Fig. 1: run 1, gate families picked out
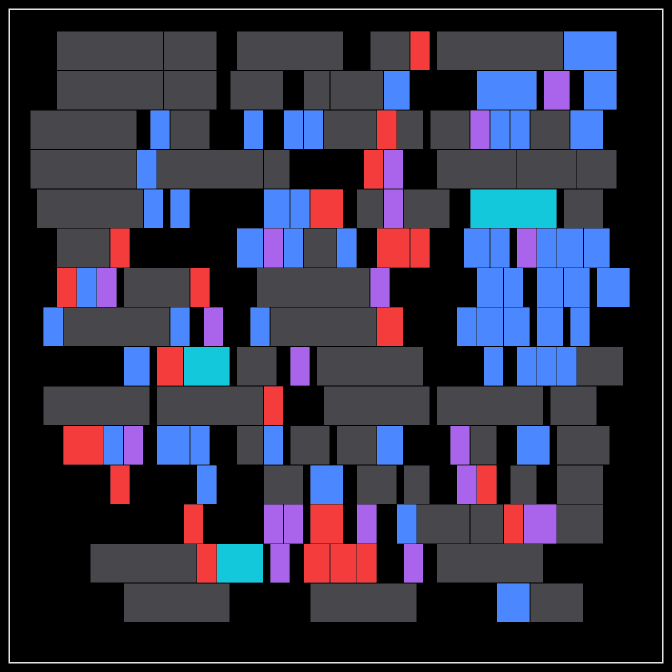
Fig. 2: run 1, where the registers sit
Bar = 10 um. Other sequential cells in the stronger gray, the rest of the logic in the fainter gray.
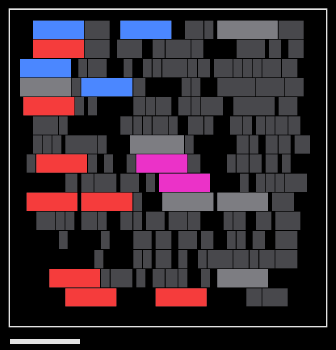
Fig. 3: run 1, clock distribution
Bar = 10 um.
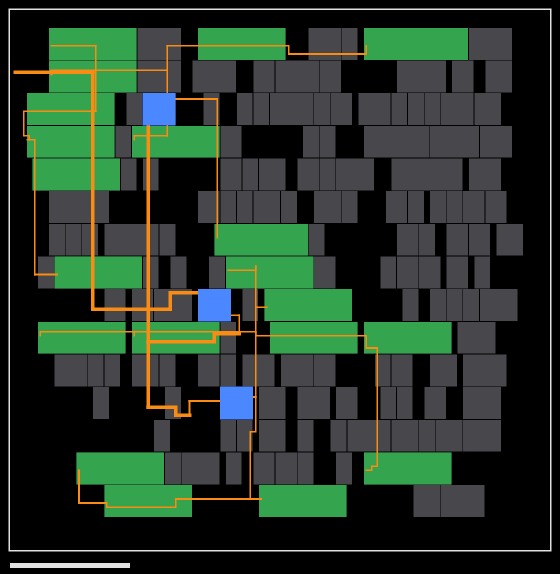
===== src/rtl/rr_arbiter_4_v_pkg.sv =====
// Shared types and constants for the 4-way round-robin arbiter.
package rr_arbiter_4_v_pkg;

    typedef enum logic [1:0] {
        ST_IDLE  = 2'd0,
        ST_GRANT = 2'd1,
        ST_GAP   = 2'd2
    } state_e;

    localparam int NUM_REQ      = 4;
    localparam int ID_W         = 2;
    localparam int CNT_W        = 8;   // holds MAX_HOLD-1 for MAX_HOLD up to 255
    localparam int MAX_HOLD_DEF = 16;

    // Rotate a request vector right so that line 'sh' lands on bit 0.
    function automatic logic [NUM_REQ-1:0] rotate_right(
        input logic [NUM_REQ-1:0] vec,
        input logic [ID_W-1:0]    sh
    );
        logic [2*NUM_REQ-1:0] dbl;
        dbl = {vec, vec} >> sh;
        return dbl[NUM_REQ-1:0];
    endfunction

endpackage


===== src/rtl/rr_arbiter_4_v_penc.sv =====
// 4:2 priority encoder, line 0 highest priority, with an any-set flag.
module rr_arbiter_4_v_penc
    import rr_arbiter_4_v_pkg::*;
(
    input  logic [NUM_REQ-1:0] i_vec,
    output logic [ID_W-1:0]    o_idx,
    output logic               o_valid
);

    // Lowest set bit wins; index is 0 when nothing is set.
    always_comb begin
        o_idx   = 2'd0;
        o_valid = 1'b1;
        if (i_vec[0])      o_idx = 2'd0;
        else if (i_vec[1]) o_idx = 2'd1;
        else if (i_vec[2]) o_idx = 2'd2;
        else if (i_vec[3]) o_idx = 2'd3;
        else               o_valid = 1'b0;
    end

endmodule


===== src/rtl/rr_arbiter_4_v.sv =====
// Round-robin arbiter for 4 requesters with hold limit and a mandatory
// one-cycle gap between owners. All outputs are registered.
module rr_arbiter_4_v
    import rr_arbiter_4_v_pkg::*;
#(
    parameter int MAX_HOLD = MAX_HOLD_DEF
) (
    input  logic               i_clk,
    input  logic               i_rst,
    input  logic [NUM_REQ-1:0] i_req,
    output logic [NUM_REQ-1:0] o_gnt,
    output logic [ID_W-1:0]    o_gnt_id,
    output logic               o_gnt_valid,
    output logic               o_timeout
);

    localparam logic [CNT_W-1:0] HOLD_LAST = CNT_W'(MAX_HOLD - 1);

    state_e             state_q, state_d;
    logic [ID_W-1:0]    ptr_q, ptr_d;
    logic [CNT_W-1:0]   cnt_q, cnt_d;
    logic [NUM_REQ-1:0] gnt_q, gnt_d;
    logic [ID_W-1:0]    gnt_id_q, gnt_id_d;
    logic               gnt_valid_q, gnt_valid_d;
    logic               timeout_q, timeout_d;

    logic [NUM_REQ-1:0] req_rot;
    logic [ID_W-1:0]    enc_idx;
    logic               enc_valid;
    logic [ID_W-1:0]    winner;

    assign req_rot = rotate_right(i_req, ptr_q);

    rr_arbiter_4_v_penc u_penc (
        .i_vec   (req_rot),
        .o_idx   (enc_idx),
        .o_valid (enc_valid)
    );

    // 2-bit add wraps modulo 4, undoing the rotation.
    assign winner = enc_idx + ptr_q;

    // Next-state and next-output logic for the IDLE/GRANT/GAP controller.
    always_comb begin
        state_d     = state_q;
        ptr_d       = ptr_q;
        cnt_d       = cnt_q;
        gnt_d       = gnt_q;
        gnt_id_d    = gnt_id_q;
        gnt_valid_d = gnt_valid_q;
        timeout_d   = 1'b0;
        unique case (state_q)
            ST_IDLE, ST_GAP: begin
                cnt_d = '0;
                if (enc_valid) begin
                    state_d     = ST_GRANT;
                    gnt_d       = 4'b0001 << winner;
                    gnt_id_d    = winner;
                    gnt_valid_d = 1'b1;
                    ptr_d       = winner + 2'd1;
                end else begin
                    state_d     = ST_IDLE;
                    gnt_d       = '0;
                    gnt_id_d    = '0;
                    gnt_valid_d = 1'b0;
                end
            end
            ST_GRANT: begin
                if (!i_req[gnt_id_q] || (cnt_q == HOLD_LAST)) begin
                    // Release; a still-asserted request means the hold limit hit.
                    state_d     = ST_GAP;
                    gnt_d       = '0;
                    gnt_id_d    = '0;
                    gnt_valid_d = 1'b0;
                    cnt_d       = '0;
                    timeout_d   = i_req[gnt_id_q];
                end else begin
                    cnt_d = cnt_q + 8'd1;
                end
            end
            default: begin
                state_d     = ST_IDLE;
                gnt_d       = '0;
                gnt_id_d    = '0;
                gnt_valid_d = 1'b0;
                cnt_d       = '0;
            end
        endcase
    end

    // State and output registers; reset overrides everything.
    always_ff @(posedge i_clk) begin
        if (i_rst) begin
            state_q     <= ST_IDLE;
            ptr_q       <= '0;
            cnt_q       <= '0;
            gnt_q       <= '0;
            gnt_id_q    <= '0;
            gnt_valid_q <= 1'b0;
            timeout_q   <= 1'b0;
        end else begin
            state_q     <= state_d;
            ptr_q       <= ptr_d;
            cnt_q       <= cnt_d;
            gnt_q       <= gnt_d;
            gnt_id_q    <= gnt_id_d;
            gnt_valid_q <= gnt_valid_d;
            timeout_q   <= timeout_d;
        end
    end

    assign o_gnt       = gnt_q;
    assign o_gnt_id    = gnt_id_q;
    assign o_gnt_valid = gnt_valid_q;
    assign o_timeout   = timeout_q;

endmodule


===== config.mk =====
export PLATFORM = sky130hd
export DESIGN_NAME = rr_arbiter_4_v
export DESIGN_NICKNAME = d
export VERILOG_FILES = /design/src/rtl/rr_arbiter_4_v_pkg.sv /design/src/rtl/rr_arbiter_4_v_penc.sv /design/src/rtl/rr_arbiter_4_v.sv
export SDC_FILE = /design/constraint.sdc
export NUM_CORES = 1
export LEC_CHECK = 0
export ABC_AREA = 1
export CAP_MARGIN = 20
export CORE_UTILIZATION = 51
export DETAILED_ROUTE_END_ITERATION = 10
export PLACE_DENSITY = 0.76
export SYNTH_ARGS = -nofsm -noshare
export SYNTH_HDL_FRONTEND = slang
export SYNTH_SLANG_ARGS = --single-unit

===== constraint.sdc =====
create_clock -name i_clk -period 1.9 [get_ports i_clk]
set_input_delay 0.38 -clock i_clk [delete_from_list [all_inputs] [get_ports i_clk]]
set_output_delay 0.38 -clock i_clk [all_outputs]
set_load 0.005 [all_outputs]

==> results.py, run 1 <==
# Generated from Yosys and OpenROAD reports
metrics = {
    "detailed_routing": {
        "wl_met2_um": 944,
        "met3_length_um": 71,
        "top_layer": "met4",
        "drt-met1-wl_um": 857,
        "via_per_inst": 4.96,
        "ant_nets": 0,
        "drt_iter0_markers": 17,
        "drc": 0,
        "vias": 893,
        "wire_per_inst_um": 10.7,
        "wirelength_mm": 1.92,
        "first_pass_iters": 4,
    },
    "cells_and_area": {
        "syn_to_final_growth_pct": 27.4,
        "layout.nonclk_buf_frac": 0.148,
        "diodes": 0,
        "n_all_buffers": 20,
        "design_area_um2": 1200,
        "logic_gates": 93,
        "seq_share": 0.338,
        "flop-count": 20,
        "final_layout_size_suffix_gt1_frac": 0.187,
        "final_cell_mix": "nand2_1 (30), dfxtp_1 (18), inv_1 (15)",
        "largestClassByArea": "logic gates",
        "flop_area_um2": 405,
        "utilization": 0.695,
        "n_clock_buffer": 3,
        "regMostFlops": "cnt_q",
        "largest_reg_flops": 8,
        "filler_cell_count": 159,
        "inv_count": 19,
        "clock_area_frac": 0.0188,
        "final-comb-area_um2": 488,
    },
    "critical_path": {
        "r2r-start": "ptr_q[0]",
        "cp-endpoint": "ptr_q[1]",
        "ff2ff_path_depth": 15,
        "criticalPathCategory": "reg -> reg",
        "end_kind": "flop",
        "cp_num_buf_inv": 3,
        "rrSetupSlack_ns": 0.14,
        "cp.required_ns": 2.10,
        "max_stage_delay_ns": 0.40,
        "cp.depth": 15,
        "crit_start": "ptr_q[0]",
        "cp_max_fo": 6,
        "cp_slowest_cell": "dfxtp_4",
        "start_kind": "flop",
        "path_cells": "inv_4 > nand2_2 > nand3_1 > nand2_1 > nand3_1 > a21boi_2 > ha_2 > xor2_2 > inv_1 > nand3_2 > nand2_4 > inv_2 > nand2_1 > nand2_1 > nor2_2",
        "crit_top_cell": "nand2_1",
        "reg2reg_to": "ptr_q[1]",
    },
    "yosys": {
        "yosysTopAreaCell": "dfxtp_1",
        "edf_count": 0,
        "syn-num-nets": 142,
        "yosysUniqueCellTypes": 23,
        "avgSynthCellArea_um2": 7.03,
        "synth_flops": 20,
        "top_cell_area_share": 0.425,
        "synth_warnings": 0,
        "most_common_cell": "nand2_1",
        "yosysCellCount": 134,
        "synth_adder_area_share": 0.0266,
        "postSynthSeqShare": 0.425,
        "synth_cells": 134,
        "synth.logic.top_family": "simple AND/OR/NAND/NOR gates",
        "ys_sh_simple": 0.352,
        "syn_area_um2": 942,
        "ys.flop_type": "dfxtp_1",
        "aoi_share": 0.0810,
        "synth-async-reset-ratio": 0,
        "area_leaders": "dfxtp_1 (42%), nand2_1 (13%), nand3_1 (8.0%)",
        "ys_area_um2": 942,
        "mux_share": 0,
        "top_cells_by_count": "nand2_1 (32), dfxtp_1 (20), inv_1 (15), nand3_1 (15), nor2_1 (14)",
    },
    "floorplan": {
        "floorplan.core_util": 0.546,
        "die_h_um": 45.0,
        "die_x_um": 45.0,
        "tap_cells": 25,
        "coreArea_um2": 1730,
        "row_count": 15,
        "io_pins": 14,
        "die_area_um2": 2020,
    },
    "final_timing": {
        "fin_crit_sh": 0.924,
        "fmax_mhz": 570,
        "setup_ws_ns": 0.145,
        "finalSetupTns_ns": 0,
        "max_slew_margin": 0.839,
        "tightest_slew_ns": 0.240,
        "hold_ws_ns": 0.467,
        "final-setup-viol-count": 0,
    },
    "clocking": {
        "clk_pin_slew_ns": 0.10,
        "htree_levels": 1,
        "cts_tree": "yes",
        "cts_setup_buffers": 0,
        "cts_buffers": 3,
        "post_cts_resized": 7,
        "max-clock-path-buffers": 2,
        "cts_root_buffer": "clkbuf_4",
        "holdBufCountCts": 0,
        "numClockSinks": 20,
    },
    "hold_path": {
        "hold_depth": 2,
        "min-delay-start": "o_gnt[2]",
        "hold_end": "o_gnt[2]",
        "hold_path_class": "reg -> reg",
    },
    "pwr": {
        "p_leak_nw": 0.532,
        "combPwrFrac": 0.533,
        "seq-power_mw": 0.615,
        "p_int_mw": 1.04,
        "powerDensity_nw_per_um2": 1450,
        "pg_comb_mw": 0.929,
        "power.group.top": "combinational logic",
        "pwr-share-seq": 0.353,
        "p_switching_mw": 0.703,
        "fin_total_pwr_mw": 1.74,
        "ir_worst_vdd_v": 0.000997,
        "switching_share": 0.404,
    },
    "placement": {
        "io_buffers": 13,
        "post-place-ws_ns": -0.383,
        "place.gp.congestion": 0.814,
        "place_area_um2": 1150,
        "post-dp-hpwl_mm": 1.48,
    },
    "grt": {
        "grt_use_met2": 0.357,
        "overflow": 0,
        "busiest_layer": "met2",
        "grt_pass1_wl_mm": 3.30,
        "grt_max_degree": 11,
        "met1_usage": 0.285,
        "antenna_found_initial": 0,
        "use_met3": 0.0480,
        "grt_usage": 0.226,
    },
    "run": {
        "maxCapViolCount": 0,
        "tool_warnings": 26,
    },
    "status": {
        "status": "complete, no violations",
    },
}
About Fig. 1:
purple -> inv cells  # cells 19, most used inv_1
cyan -> xor and xnor cells  # cells 3, most used xor2_1
red -> nor cells  # cells 22, most used nor2_1
blue -> nand cells  # cells 53, most used nand2_1
combinational share of cell area: 0.407
Cell Count, Final, Fillers Out: 180
most frequent logic cell in the layout: nand2_1

About Fig. 2:
red -> `cnt_q`  # flops 8
blue -> `o_gnt`  # flops 4, where top left
magenta -> `state_q`  # flops 2

About Fig. 3:
green -> flip-flops  # count 20
blue -> clock-net drivers  # count 3
orange -> clock wires  # length 255 um
routed clock nets = 4
clk_skew: 0.00152 ns
Worst-Skew Late Latency: 0.30 ns
clock group power: 0.198 mW
clock power share: 0.113

Fig. 4: run 1, routing congestion map
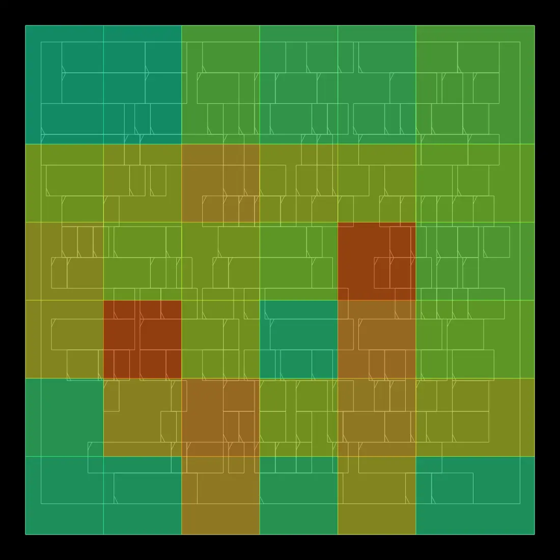

## Run 2: what changed since run 1
- CORE_MARGIN: not set -> 5
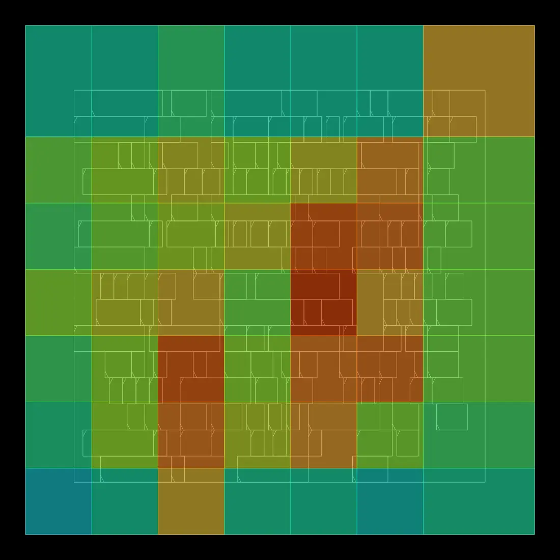
Fig. 5. Routing congestion map (run 2).
final core occ: 0.710
M2 GR Usage: 0.308
busiest grt layer: met2
met3 GRT Util: 0.0197
global routing usage on met1: 0.201

==> results.py, run 2 <==
# Generated from Yosys and OpenROAD reports
metrics = {
    "critical_path": {
        "cp.required_ns": 2.09,
        "rrSetupSlack_ns": 0.08,
        "crit_top_cell": "nand2_1",
        "cp.depth": 12,
        "criticalPathCategory": "reg -> reg",
        "crit_family": "simple AND/OR/NAND/NOR gates",
        "cp_num_buf_inv": 1,
        "cp_slowest_cell": "dfxtp_4",
        "end_kind": "flop",
        "cp_max_fo": 4,
        "start_kind": "flop",
        "cp-endpoint": "ptr_q[1]",
        "r2r-start": "ptr_q[0]",
    },
    "yosys": {
        "synth.logic.top_family": "simple AND/OR/NAND/NOR gates",
        "synth_cells": 134,
        "ys_area_um2": 942,
        "top_cell_area_share": 0.425,
        "yosysCellCount": 134,
        "yosysUniqueCellTypes": 23,
        "edf_count": 0,
        "synth_flops": 20,
        "ys_sh_simple": 0.352,
        "syn-num-nets": 142,
        "synth_warnings": 0,
        "synth-async-reset-ratio": 0,
        "top_cells_by_count": "nand2_1 (32), dfxtp_1 (20), inv_1 (15), nand3_1 (15), nor2_1 (14)",
        "yosysTopAreaCell": "dfxtp_1",
        "mux_share": 0,
        "syn_area_um2": 942,
        "postSynthSeqShare": 0.425,
        "aoi_share": 0.0810,
        "area_leaders": "dfxtp_1 (42%), nand2_1 (13%), nand3_1 (8.0%)",
        "avgSynthCellArea_um2": 7.03,
    },
    "pwr": {
        "fin_total_pwr_mw": 1.88,
        "switching_share": 0.405,
        "ir_worst_vdd_v": 0.00103,
        "power.group.top": "combinational logic",
        "p_int_mw": 1.12,
        "p_switching_mw": 0.760,
        "seq-power_mw": 0.615,
        "p_leak_nw": 0.553,
        "pg_comb_mw": 1.02,
        "powerClk_mw": 0.241,
        "powerDensity_nw_per_um2": 1520,
        "pwr-share-seq": 0.328,
        "combPwrFrac": 0.544,
        "pwr-share-clk": 0.128,
    },
    "cells_and_area": {
        "largest_reg_flops": 8,
        "layout.nonclk_buf_frac": 0.156,
        "regMostFlops": "cnt_q",
        "clock_area_frac": 0.0293,
        "seq_share": 0.329,
        "syn_to_final_growth_pct": 31.5,
        "fin_cells": 183,
        "logic_gates": 93,
        "final-comb-area_um2": 493,
        "n_all_buffers": 22,
        "inv_count": 19,
        "comb_share": 0.398,
        "diodes": 0,
        "flop-count": 20,
        "n_clock_buffer": 4,
        "final_layout_top_logic_cell": "nand2_1",
        "filler_cell_count": 162,
        "final_layout_size_suffix_gt1_frac": 0.209,
        "design_area_um2": 1240,
        "largestClassByArea": "logic gates",
    },
    "hold_path": {
        "hold_path_class": "reg -> reg",
        "hold_depth": 1,
        "min-delay-start": "cnt_q[0]",
        "hold_end": "cnt_q[0]",
    },
    "final_timing": {
        "setup_ws_ns": 0.0848,
        "fin_crit_sh": 0.955,
        "fmax_mhz": 551,
        "max_slew_margin": 0.827,
        "final-setup-viol-count": 0,
        "hold_ws_ns": 0.451,
        "finalSetupTns_ns": 0,
    },
    "detailed_routing": {
        "vias": 918,
        "top_layer": "met4",
        "drt_iter0_markers": 16,
        "wire_per_inst_um": 11.8,
        "first_pass_iters": 4,
        "drc": 0,
        "wl_met2_mm": 1.13,
        "wirelength_mm": 2.16,
        "drt-met1-wl_um": 938,
        "via_per_inst": 5.02,
        "met3_length_um": 71,
    },
    "grt": {
        "antenna_found_initial": 0,
        "grt_pass1_wl_mm": 3.66,
        "grt_usage": 0.176,
        "grt_max_degree": 12,
        "overflow": 0,
    },
    "placement": {
        "post-place-ws_ns": -0.403,
        "place.gp.congestion": 0.773,
        "io_buffers": 13,
        "post-dp-hpwl_mm": 1.59,
        "place_area_um2": 1150,
    },
    "clocking": {
        "htree_levels": 1,
        "clk_pin_slew_ns": 0.10,
        "max-clock-path-buffers": 2,
        "post_cts_resized": 7,
        "cts_buffers": 3,
        "holdBufCountCts": 0,
        "clkLatencyLatePin_ns": 0.29,
        "numClockSinks": 20,
        "cts_root_buffer": "clkbuf_4",
        "cts_tree": "yes",
    },
    "run": {
        "tool_warnings": 26,
        "maxCapViolCount": 0,
    },
    "floorplan": {
        "io_pins": 14,
        "die_h_um": 53.0,
        "die_area_um2": 2810,
        "tap_cells": 25,
        "coreArea_um2": 1750,
        "die_x_um": 53.0,
        "floorplan.core_util": 0.540,
    },
    "status": {
        "status": "complete, no violations",
    },
}
Fig. 6: run 2, placed cells, one color a class
Bar = 20 um.
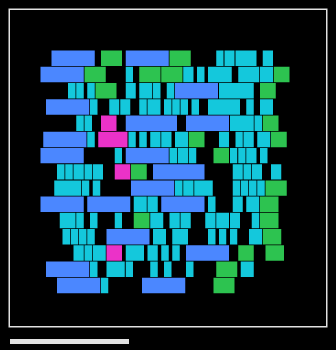

## Run 3: what changed since run 2
- CORE_UTILIZATION: 51 -> 50
- PLACE_DENSITY: 0.76 -> 0.75
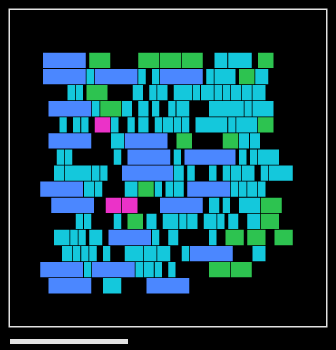
Fig. 7. Placed cells, one color a class (run 3).
Bar = 20 um.
magenta -> clock-net drivers  # cells 3, share of their area 1.9%
green -> remaining buffers and delay cells  # cells 20, share of their area 15%
blue -> registers  # cells 20, share of their area 34%
cyan -> remaining logic cells  # cells 112, share of their area 49%

==> results.py, run 3 <==
# Generated from Yosys and OpenROAD reports
metrics = {
    "status": {
        "status": "complete, no violations",
    },
    "grt": {
        "overflow": 0,
        "grt_pass1_wl_mm": 3.42,
        "met1_usage": 0.194,
        "busiest_layer": "met2",
        "grt_max_degree": 11,
        "use_met3": 0.0225,
        "grt_use_met2": 0.278,
        "grt_usage": 0.161,
        "antenna_found_initial": 0,
        "grt_pass1_vias": 831,
    },
    "critical_path": {
        "cp-endpoint": "ptr_q[1]",
        "rrSetupSlack_ns": 0.13,
        "cp_num_buf_inv": 3,
        "start_kind": "flop",
        "crit_family": "simple AND/OR/NAND/NOR gates",
        "cp.depth": 15,
        "cp.required_ns": 2.08,
        "cp_slowest_cell": "dfxtp_4",
        "cp_max_fo": 7,
        "r2r-start": "ptr_q[0]",
        "end_kind": "flop",
        "max_stage_delay_ns": 0.40,
        "criticalPathCategory": "reg -> reg",
    },
    "yosys": {
        "yosysUniqueCellTypes": 23,
        "top_cell_area_share": 0.425,
        "synth_adder_area_share": 0.0266,
        "syn-num-nets": 142,
        "synth.logic.top_family": "simple AND/OR/NAND/NOR gates",
        "ys_sh_simple": 0.352,
        "synth-async-reset-ratio": 0,
        "most_common_cell": "nand2_1",
        "aoi_share": 0.0810,
        "yosysTopAreaCell": "dfxtp_1",
        "yosysCellCount": 134,
        "edf_count": 0,
        "top_cells_by_count": "nand2_1 (32), dfxtp_1 (20), inv_1 (15), nand3_1 (15), nor2_1 (14)",
        "synth_warnings": 0,
        "area_leaders": "dfxtp_1 (42%), nand2_1 (13%), nand3_1 (8.0%)",
        "mux_share": 0,
        "avgSynthCellArea_um2": 7.03,
        "syn_area_um2": 942,
        "synth_flops": 20,
        "postSynthSeqShare": 0.425,
        "synth_cells": 134,
        "ys_area_um2": 942,
    },
    "clocking": {
        "holdBufCountCts": 0,
        "cts_root_buffer": "clkbuf_4",
        "numClockSinks": 20,
        "cts_tree": "yes",
        "clkLatencyLatePin_ns": 0.28,
        "clk_pin_slew_ns": 0.10,
        "post_cts_resized": 7,
        "htree_levels": 1,
        "max-clock-path-buffers": 2,
        "cts_buffers": 3,
    },
    "cells_and_area": {
        "flop-count": 20,
        "seq_share": 0.333,
        "flop_area_um2": 408,
        "final_layout_size_suffix_gt1_frac": 0.219,
        "regMostFlops": "cnt_q",
        "logic_gates": 93,
        "clock_area_frac": 0.0184,
        "final-comb-area_um2": 510,
        "syn_to_final_growth_pct": 30.0,
        "design_area_um2": 1220,
        "utilization": 0.694,
        "n_all_buffers": 20,
        "layout.nonclk_buf_frac": 0.145,
        "diodes": 0,
        "filler_cell_count": 170,
        "largestClassByArea": "logic gates",
        "nets": 165,
        "largest_reg_flops": 8,
        "fin_cells": 180,
        "n_clock_buffer": 3,
        "inv_count": 19,
        "comb_share": 0.417,
        "final_layout_top_logic_cell": "nand2_1",
    },
    "detailed_routing": {
        "drc": 0,
        "via_per_inst": 4.91,
        "vias": 883,
        "met3_length_um": 53,
        "drt-met1-wl_um": 850,
        "first_pass_iters": 4,
        "wirelength_mm": 1.91,
        "top_layer": "met4",
        "wire_per_inst_um": 10.6,
        "wl_met2_um": 986,
        "drt_iter0_markers": 15,
    },
    "pwr": {
        "ir_worst_vdd_v": 0.000981,
        "p_leak_nw": 0.541,
        "pwr-share-clk": 0.105,
        "p_int_mw": 1.04,
        "powerDensity_nw_per_um2": 1430,
        "p_switching_mw": 0.712,
        "power.group.top": "combinational logic",
        "pwr-share-seq": 0.355,
        "pg_comb_mw": 0.948,
        "fin_total_pwr_mw": 1.76,
        "seq-power_mw": 0.624,
        "combPwrFrac": 0.539,
        "switching_share": 0.406,
        "powerClk_mw": 0.185,
    },
    "placement": {
        "place_area_um2": 1140,
        "place.gp.congestion": 0.809,
        "post-dp-hpwl_mm": 1.52,
        "dp_cells": 176,
        "io_buffers": 13,
        "post-place-ws_ns": -0.412,
    },
    "final_timing": {
        "finalSetupTns_ns": 0,
        "fmax_mhz": 565,
        "tightest_slew_ns": 0.234,
        "max_slew_margin": 0.843,
        "setup_ws_ns": 0.131,
        "fin_crit_ns": 1.77,
        "fin_crit_sh": 0.931,
        "final-setup-viol-count": 0,
        "hold_ws_ns": 0.450,
    },
    "floorplan": {
        "die_area_um2": 2850,
        "tap_cells": 25,
        "floorplan.core_util": 0.534,
        "row_count": 15,
        "die_x_um": 53.4,
        "io_pins": 14,
        "die_h_um": 53.4,
        "coreArea_um2": 1760,
    },
    "hold_path": {
        "hold_path_class": "reg -> reg",
        "hold_end": "cnt_q[0]",
        "min-delay-start": "cnt_q[0]",
        "hold_depth": 1,
    },
    "run": {
        "maxCapViolCount": 0,
        "tool_warnings": 27,
    },
}
Power is estimated from default activity; no workload was simulated.
